**src/rtl/CPU_Definitions.sv**
```systemverilog
// Shared types for the front-panel console controller: machine word, console
// sequencer states and display-select codes.
package CPU_Definitions;

  typedef logic [11:0] word_t;

  typedef enum logic [2:0] {
    IDLE,
    DEP_REQ,
    DEP_INC,
    STEP_WAIT,
    RUN
  } fp_state_t;

  typedef enum logic [1:0] {
    SEL_PC = 2'b00,
    SEL_AC = 2'b01,
    SEL_MA = 2'b10,
    SEL_MB = 2'b11
  } disp_sel_t;

endpackage

```
**src/rtl/fp_disp_mux.sv**
```systemverilog
// Registered 4:1 front-panel display select plus the registered link lamp.
module fp_disp_mux
  import CPU_Definitions::*;
(
  input  logic        clock,
  input  logic        reset,
  input  logic [1:0]  dispsel,
  input  logic [11:0] pc,
  input  logic [11:0] ac,
  input  logic [11:0] ma,
  input  logic [11:0] mb,
  input  logic        link,
  output logic [11:0] dispout,
  output logic        linkout
);

  word_t disp_nxt;
  word_t disp_p1;
  logic  link_p1;

  always_comb begin
    disp_nxt = pc;
    case (disp_sel_t'(dispsel))
      SEL_PC: disp_nxt = pc;
      SEL_AC: disp_nxt = ac;
      SEL_MA: disp_nxt = ma;
      SEL_MB: disp_nxt = mb;
    endcase
  end

  // stage p1: lamp registers
  always_ff @(posedge clock) begin
    if (reset) begin
      disp_p1 <= '0;
      link_p1 <= 1'b0;
    end else begin
      disp_p1 <= disp_nxt;
      link_p1 <= link;
    end
  end

  assign dispout = disp_p1;
  assign linkout = link_p1;

endmodule

```
**src/rtl/fp_console_ctrl.sv**
```systemverilog
// Front-panel console sequencer: register loads, memory deposit with ack
// timeout, single step and run/halt control. All strobes are registered.
module fp_console_ctrl
  import CPU_Definitions::*;
#(
  parameter int ACK_TIMEOUT = 15
) (
  input  logic        clock,
  input  logic        reset,
  input  logic        loadpc,
  input  logic        loadac,
  input  logic        deposit,
  input  logic        step,
  input  logic        run,
  input  logic [11:0] swreg,
  input  logic [1:0]  dispsel,
  input  logic [11:0] cpu_pc,
  input  logic [11:0] cpu_ac,
  input  logic [11:0] cpu_mb,
  input  logic        cpu_link,
  input  logic        cpu_done,
  input  logic        cpu_hlt,
  output logic        cpu_go,
  output logic        cpu_pc_ld,
  output logic        cpu_ac_ld,
  output logic        cpu_pc_inc,
  output logic [11:0] ld_data,
  output logic        mem_req,
  output logic        mem_we,
  output logic [11:0] mem_addr,
  output logic [11:0] mem_wdata,
  input  logic        mem_ack,
  output logic [11:0] dispout,
  output logic        linkout,
  output logic        halt,
  output logic        err
);

  localparam int CNT_W = $clog2(ACK_TIMEOUT + 1);

  fp_state_t        state, state_nxt;
  word_t            ma, ma_nxt;
  word_t            mbw, mbw_nxt;
  word_t            ld_nxt;
  logic [CNT_W-1:0] ack_cnt, ack_cnt_nxt;
  logic             halt_lat, halt_lat_nxt;
  logic             run_q, run_rise, halt_eff;
  logic             err_nxt, go_pulse, pc_ld_nxt, ac_ld_nxt;

  // A fresh run edge clears the halt latch in time to enter RUN on that edge.
  assign run_rise = run & ~run_q;
  assign halt_eff = halt_lat & ~run_rise;

  always_comb begin
    state_nxt    = state;
    ma_nxt       = ma;
    mbw_nxt      = mbw;
    ack_cnt_nxt  = ack_cnt;
    halt_lat_nxt = halt_eff;
    err_nxt      = err;
    ld_nxt       = '0;
    pc_ld_nxt    = 1'b0;
    ac_ld_nxt    = 1'b0;
    go_pulse     = 1'b0;
    case (state)
      IDLE: begin
        if (loadpc) begin
          pc_ld_nxt = 1'b1;
          ld_nxt    = swreg;
          err_nxt   = 1'b0;
        end else if (loadac) begin
          ac_ld_nxt = 1'b1;
          ld_nxt    = swreg;
        end else if (deposit) begin
          ma_nxt      = cpu_pc;
          mbw_nxt     = swreg;
          ack_cnt_nxt = '0;
          state_nxt   = DEP_REQ;
        end else if (run && !halt_eff) begin
          state_nxt = RUN;
        end else if (step && !run) begin
          go_pulse  = 1'b1;
          state_nxt = STEP_WAIT;
        end
      end
      DEP_REQ: begin
        if (mem_ack) begin
          state_nxt = DEP_INC;
        end else if (ack_cnt == CNT_W'(ACK_TIMEOUT - 1)) begin
          state_nxt = IDLE;
          err_nxt   = 1'b1;
        end else begin
          ack_cnt_nxt = ack_cnt + 1'b1;
        end
      end
      DEP_INC:   state_nxt = IDLE;
      STEP_WAIT: if (cpu_done) state_nxt = IDLE;
      RUN: begin
        if (cpu_done && (cpu_hlt || !run)) begin
          state_nxt = IDLE;
          if (cpu_hlt) halt_lat_nxt = 1'b1;
        end
      end
      default: state_nxt = IDLE;
    endcase
  end

  // Outputs are decoded from the next state so they line up with the state register.
  always_ff @(posedge clock) begin
    if (reset) begin
      state      <= IDLE;
      ma         <= '0;
      mbw        <= '0;
      ack_cnt    <= '0;
      halt_lat   <= 1'b0;
      run_q      <= 1'b0;
      err        <= 1'b0;
      cpu_go     <= 1'b0;
      cpu_pc_ld  <= 1'b0;
      cpu_ac_ld  <= 1'b0;
      cpu_pc_inc <= 1'b0;
      ld_data    <= '0;
      mem_req    <= 1'b0;
      halt       <= 1'b1;
    end else begin
      state      <= state_nxt;
      ma         <= ma_nxt;
      mbw        <= mbw_nxt;
      ack_cnt    <= ack_cnt_nxt;
      halt_lat   <= halt_lat_nxt;
      run_q      <= run;
      err        <= err_nxt;
      cpu_go     <= go_pulse | (state_nxt == RUN);
      cpu_pc_ld  <= pc_ld_nxt;
      cpu_ac_ld  <= ac_ld_nxt;
      cpu_pc_inc <= (state_nxt == DEP_INC);
      ld_data    <= ld_nxt;
      mem_req    <= (state_nxt == DEP_REQ);
      halt       <= !((state_nxt == RUN) || (state_nxt == STEP_WAIT));
    end
  end

  assign mem_we    = mem_req;
  assign mem_addr  = ma;
  assign mem_wdata = mbw;

  fp_disp_mux u_disp (
    .clock   (clock),
    .reset   (reset),
    .dispsel (dispsel),
    .pc      (cpu_pc),
    .ac      (cpu_ac),
    .ma      (ma),
    .mb      (cpu_mb),
    .link    (cpu_link),
    .dispout (dispout),
    .linkout (linkout)
  );

endmodule

```
**config.mk**
```make
export PLATFORM = sky130hd
export DESIGN_NAME = fp_console_ctrl
export DESIGN_NICKNAME = d
export VERILOG_FILES = /design/src/rtl/CPU_Definitions.sv /design/src/rtl/fp_disp_mux.sv /design/src/rtl/fp_console_ctrl.sv
export SDC_FILE = /design/constraint.sdc
export NUM_CORES = 1
export LEC_CHECK = 0
export ABC_AREA = 1
export CORE_ASPECT_RATIO = 1.75
export CORE_UTILIZATION = 42
export DETAILED_ROUTE_END_ITERATION = 16
export PLACE_DENSITY = 0.8
export SETUP_SLACK_MARGIN = 0.2
export SLEW_MARGIN = 20
export SYNTH_ARGS = -nofsm -noshare
export SYNTH_HDL_FRONTEND = slang
export SYNTH_SLANG_ARGS = --single-unit
```
**constraint.sdc**
```tcl
create_clock -name clock -period 1.51 [get_ports clock]
set_clock_uncertainty 0.15 [all_clocks]
set_input_delay 0.151 -clock clock [delete_from_list [all_inputs] [get_ports clock]]
set_output_delay 0.151 -clock clock [all_outputs]
set_load 0.02 [all_outputs]
```
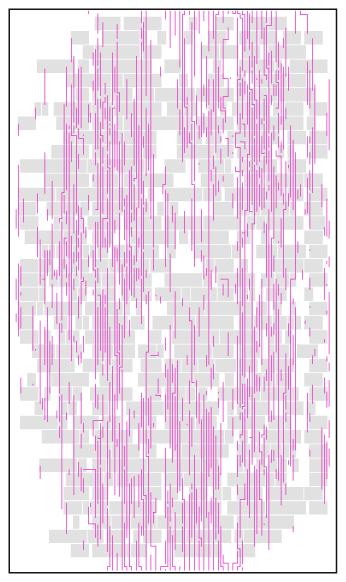
**Above:** run 1 (met2 routing).
Cells faint in the background.
nets with wire on the layer: 463
main direction: vertical
share of all routed wire: 56%
longest straight run: 49.6 um
Total Wirelength: 8.21 mm
routed via count: 2780

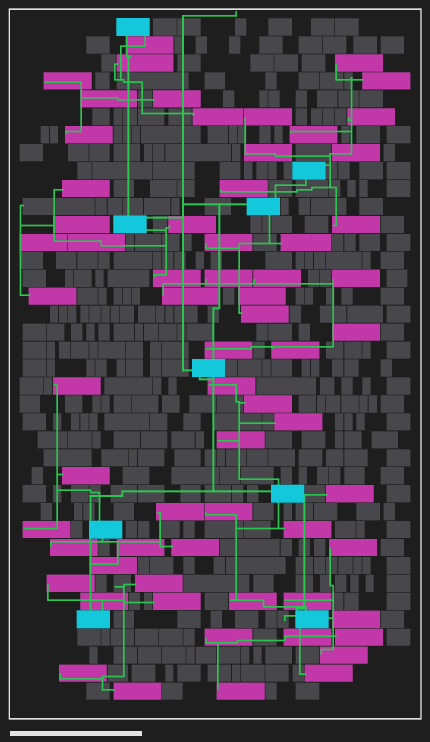
**Above:** run 1 (clock distribution).
Bar = 20 um.
legend:
  green:
    item: clock wires
    length: 844 um
  magenta:
    item: flip-flops
    count: 65
  cyan:
    item: clock-net drivers
    count: 9
routed clock nets: 10
Latency at later pin: 0.35 ns
power share of the clock group: 0.366
Clock net power: 1.69 mW

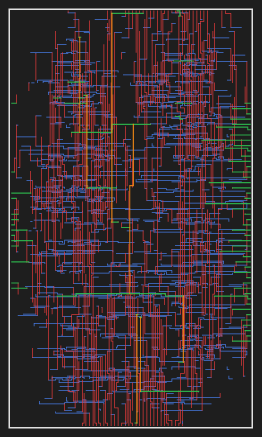
**Above:** run 1 (metal layers overlaid).
legend:
  green:
    layer: M3
    wire_length: 327 um
  blue:
    layer: M1
    wire_length: 3110 um
  red:
    layer: M2
    wire_length: 4560 um
  orange:
    layer: M4
    wire_length: 210 um
wire per inst: 14.8 um
Total GRT Usage: 0.235

==> metrics.csv, run 1 <==
metric,value,unit
dpl.cell_count,521,
cp-start-kind,flop,
status,finished clean,
worst_setup_path_end_kind,flop,
clock_sinks,65,
chipArea,6670,sq um
clock_path_buffers,2,
yosys-top-cells-area,"dfxtp_1 49%, o21ai_0 7.3%, nor2_1 6.6%",
antenna_found_initial,0,
synth.distinct_cells,32,
hold_buffers,0,
cts_resized,144,
syn_avg_cell_area,8.26,sq um
post-place-ws,-0.215,ns
ant_nets,0,
rrSetupSlack,0.07,ns
drv_cap,0,
synth-xor-area-share,0.00658,
adder_share,0.00940,
p_leak,2.00,nW
grt_pass1_vias,2645,
ys_sh_simple,0.218,
die_w,62.2,um
top_cell_area_share,0.489,
arrival,1.58,ns
tightest_slew,0.361,ns
cp_max_fo,5,
overflow,0,
ios,118,
min_period,1.44,ns
final_area,4620,sq um
hold_viol_final,0,
worst_slack,0.0707,ns
seq_cell_power,1.90,mW
p_sw_frac,0.279,
viasPerCell,5.01,
startpoint,state[2],
n_antenna_cell,0,
first_pass_iters,4,
grt_max_degree,36,
worstReg2RegEnd,mem_wdata[9],
rr_worst_depth,7,
ir_worst_vdd,1.19,mV
hold_path_end,cpu_ac_ld,
muxShareOfSynthArea,0,
ys_chip_area,2660,sq um
yosys-top-cells-count,"65 x dfxtp_1, 47 x nor2_1, 39 x o21ai_0",
yosys_warnings,0,
syn_nets,385,
place_congestion,0.862,
max_stage_delay,0.36,ns
worstHoldStart,loadac,
path_cells,nor2_4 > nand2_4 > nor2_8 > buf_6 > clkbuf_16 > o21ai_1 > a21oi_2,
hold_class,in -> reg,
switchingPower,1.29,mW
fin_cells,555,
syn_area,2660,sq um
timing.rr.start,state[2],
drc,0,
holdPathStages,3,
synthArstFlopShare,0,
warnings,29,
grt_pass1_wl,12.1,mm
slew_viol_final,0,
die_h,107,um
synth-edff-count,0,
cp.required,1.65,ns
top_power_group,registers,
setup_viol,0,
syn_to_final_growth,73.4,%
crit_end,mem_wdata[9],
cp_slowest_cell,dfxtp_4,
whs,0.135,ns
final_layout_size_suffix_gt1_frac,0.322,
tns,0,ns
ys_seq_share,0.489,
ff_type,dfxtp_1,
cts_buffers,9,
p_per_area,1000,nW/um^2
yosys-stat-cells,322,
synth.most_common_cell,dfxtp_1,
power,4.63,mW
post_cts_buffers,8,
fp-row-count,38,
run 1: critical path, delay by kind of cell (launching register included):
kind	cells	cell delay [ns]
flops	1	0.36
simple gates	3	0.42
buf+inv	2	0.27
compound gates	2	0.18
run 1: per-layer routing:
| metal | GRT usage | wire length, um | up-vias |
|---|---|---|---|
| li1 | - | - | 1368 |
| met1 | 0.231 | 3110 | 1305 |
| met2 | 0.451 | 4560 | 91 |
| met3 | 0.0477 | 327 | 16 |
| met4 | 0.128 | 210 | 0 |
| met5 | 0 | 0 | - |
run 1: final cells by class:
class | instances | area (sq um)
Inverter | 34 | 138
Clock inverter | 5 | 77.6
Timing Repair Buffer | 152 | 1480
Fill cell | 428 | 1520
Tap cell | 80 | 100
Clock buffer | 11 | 151
Multi-Input combinational cell | 208 | 1350
Sequential cell | 65 | 1320
**Run 1: congestion heat map**

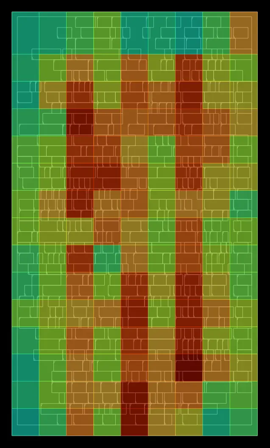

==> run 2: changes to the inputs <==
ABC_AREA = not set   (was 1)
CORE_UTILIZATION = 41   (was 42)
PLACE_DENSITY = 0.79   (was 0.8)
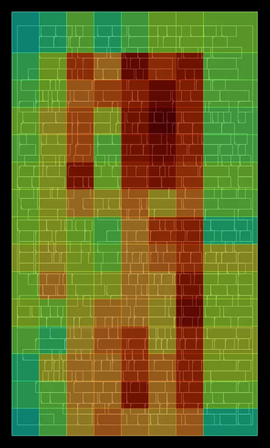
**Above:** run 2 (congestion heat map).
wire per inst: 19.1 um
grt met1 use: 0.317
Total GRT Usage: 0.290
gr busiest metal: met2
final core utilization: 0.801

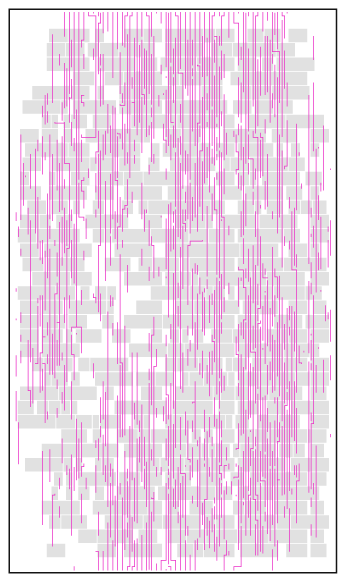
**Above:** run 2 (met2 routing).
Cells faint in the background.
wire length on this layer: 5330 um
longest straight run: 45.2 um
nets with wire on the layer: 443
share of all routed wire: 55%
GR met2 Demand/Resource: 0.489
Total Wirelength: 9.68 mm
routed via count: 2659

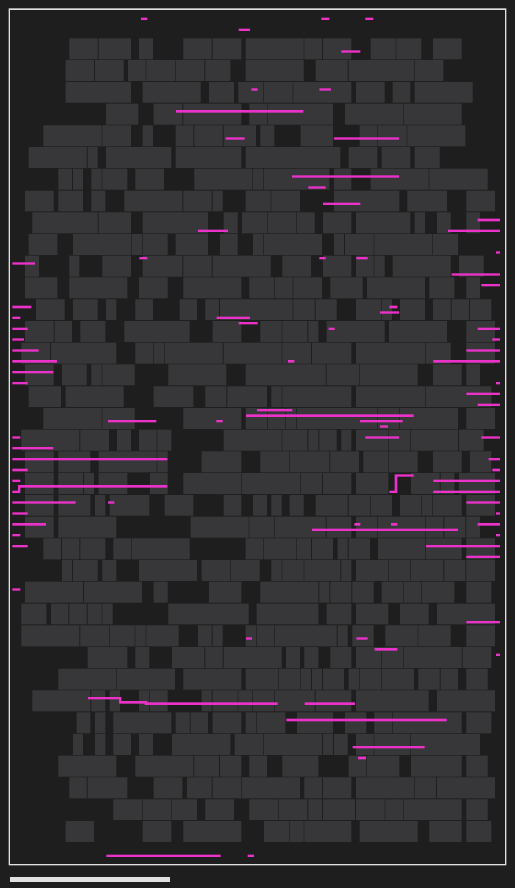
**Above:** run 2 (the metal 3 layer).
Bar = 20 um. Cells faint in the background.
main direction: horizontal
share of all routed wire: 3.9%
wire length on this layer: 375 um
met3 GRT Util: 0.0531

==> run 2 against run 1 <==
The run now ends with setup timing left; via count down 4.4%; combinational power down about 20%; core utilization up 4.8 points; cell count down 8.5%; sequential power down 4%; largest cell class unchanged.
==> metrics.csv, run 2 <==
metric,value,unit
muxShareOfSynthArea,0.105,
cp_num_cells,7,
final_layout_size_suffix_gt1_frac,0.419,
synth.most_common_cell,dfxtp_1,
ir_worst_vdd,0.676,mV
critPathBufInv,3,
hold_viol_final,0,
yosysTopAreaCell,dfxtp_1,
adder_share,0.00971,
worst_setup_path_end_kind,flop,
rr_worst_depth,7,
final_area,4780,sq um
synth-edff-count,0,
chipArea,6620,sq um
cp.required,1.63,ns
dpl.cell_count,464,
overflow,0,
post-place-ws,-0.395,ns
whs,0.165,ns
ys_chip_area,2580,sq um
worst_slack,-0.156,ns
crit_top_cell,buf_12,
cp_max_fo,7,
p_per_area,831,nW/um^2
crit_end,mem_addr[1],
clkLatencyLatePin,0.34,ns
arrival,1.78,ns
syn_avg_cell_area,9.95,sq um
die_w,61.9,um
ant_nets,0,
path_cells,nor3_4 > buf_6 > and2_4 > buf_12 > buf_12 > nand2_4 > a21oi_2,
status,finished with violations,
antenna_found_initial,0,
viasPerCell,5.23,
seq_cell_power,1.82,mW
power,3.98,mW
p_sw_frac,0.263,
grt_pass1_wl,13.6,mm
fill_cells,358,
syn_area,2580,sq um
p_clk_frac,0.324,
warnings,30,
hold_class,in -> reg,
first_pass_iters,4,
tightest_slew,0.498,ns
fp-row-count,37,
synth.distinct_cells,35,
violations,setup timing,
timing.rr.start,state[1],
ff_type,dfxtp_1,
setup_viol,43,
grt_pass1_vias,2704,
yosys-top-cells-area,"dfxtp_1 51%, mux4_2 10%, nand2_1 8.2%",
syn_to_final_growth,85.6,%
ys_sh_simple,0.236,
io_buffers,117,
top_cell_area_share,0.505,
place_congestion,0.844,
die_h,107,um
clock_sinks,65,
top_power_group,registers,
cp_slowest_cell,dfxtp_4,
cts_resized,172,
tns,-2.64,ns
cts_buffers,9,
drv_cap,0,
rsz0062_at_grt,yes,
p_leak,1.98,nW
cp-start-kind,flop,
startpoint,state[1],
p_clk,1.29,mW
ys_seq_share,0.505,
min_period,1.67,ns
yosys-stat-cells,259,
grt_max_degree,25,
first_iter_violations,110,
n_antenna_cell,0,
hold_path_end,state[1],
cpLargestDelayFamily,simple AND/OR/NAND/NOR gates,
fin_cells,508,
yosys-top-cells-count,"65 x dfxtp_1, 56 x nand2_1, 29 x a21oi_1",
slew_viol_final,0,
layout.nets,490,
drc,0,
hold_buffers,0,
holdPathStages,2,
synth-xor-area-share,0,
syn_nets,322,
run 2: cell count changes after synthesis, moves of 9 or more:
cell / change
nor2_1: -41
o21ai_0: -34
and2_1: +27
inv_1: -24
nand2_1: +23
mux4_2: +12
a221oi_1: -9
nor3_1: -9
run 2: routing by layer:
metal | up-vias | wire length (um)
met2 | 104 | 5330
li1 | 1223 | -
met1 | 1298 | 3510
met5 | - | 0
met3 | 34 | 375
met4 | 0 | 466
run 2: area by class of cell:
type / instances / area (sq um) / share of cell area
well taps: 78 / 97.6 / 0.0204
flip-flops and latches: 65 / 1320 / 0.275
multi-input cells: 174 / 1490 / 0.312
repair buffers: 172 / 1690 / 0.354
clock buffers: 14 / 163 / 0.0340
inverters: 5 / 22.5 / 0.00471
Power is estimated from default activity; no workload was simulated.
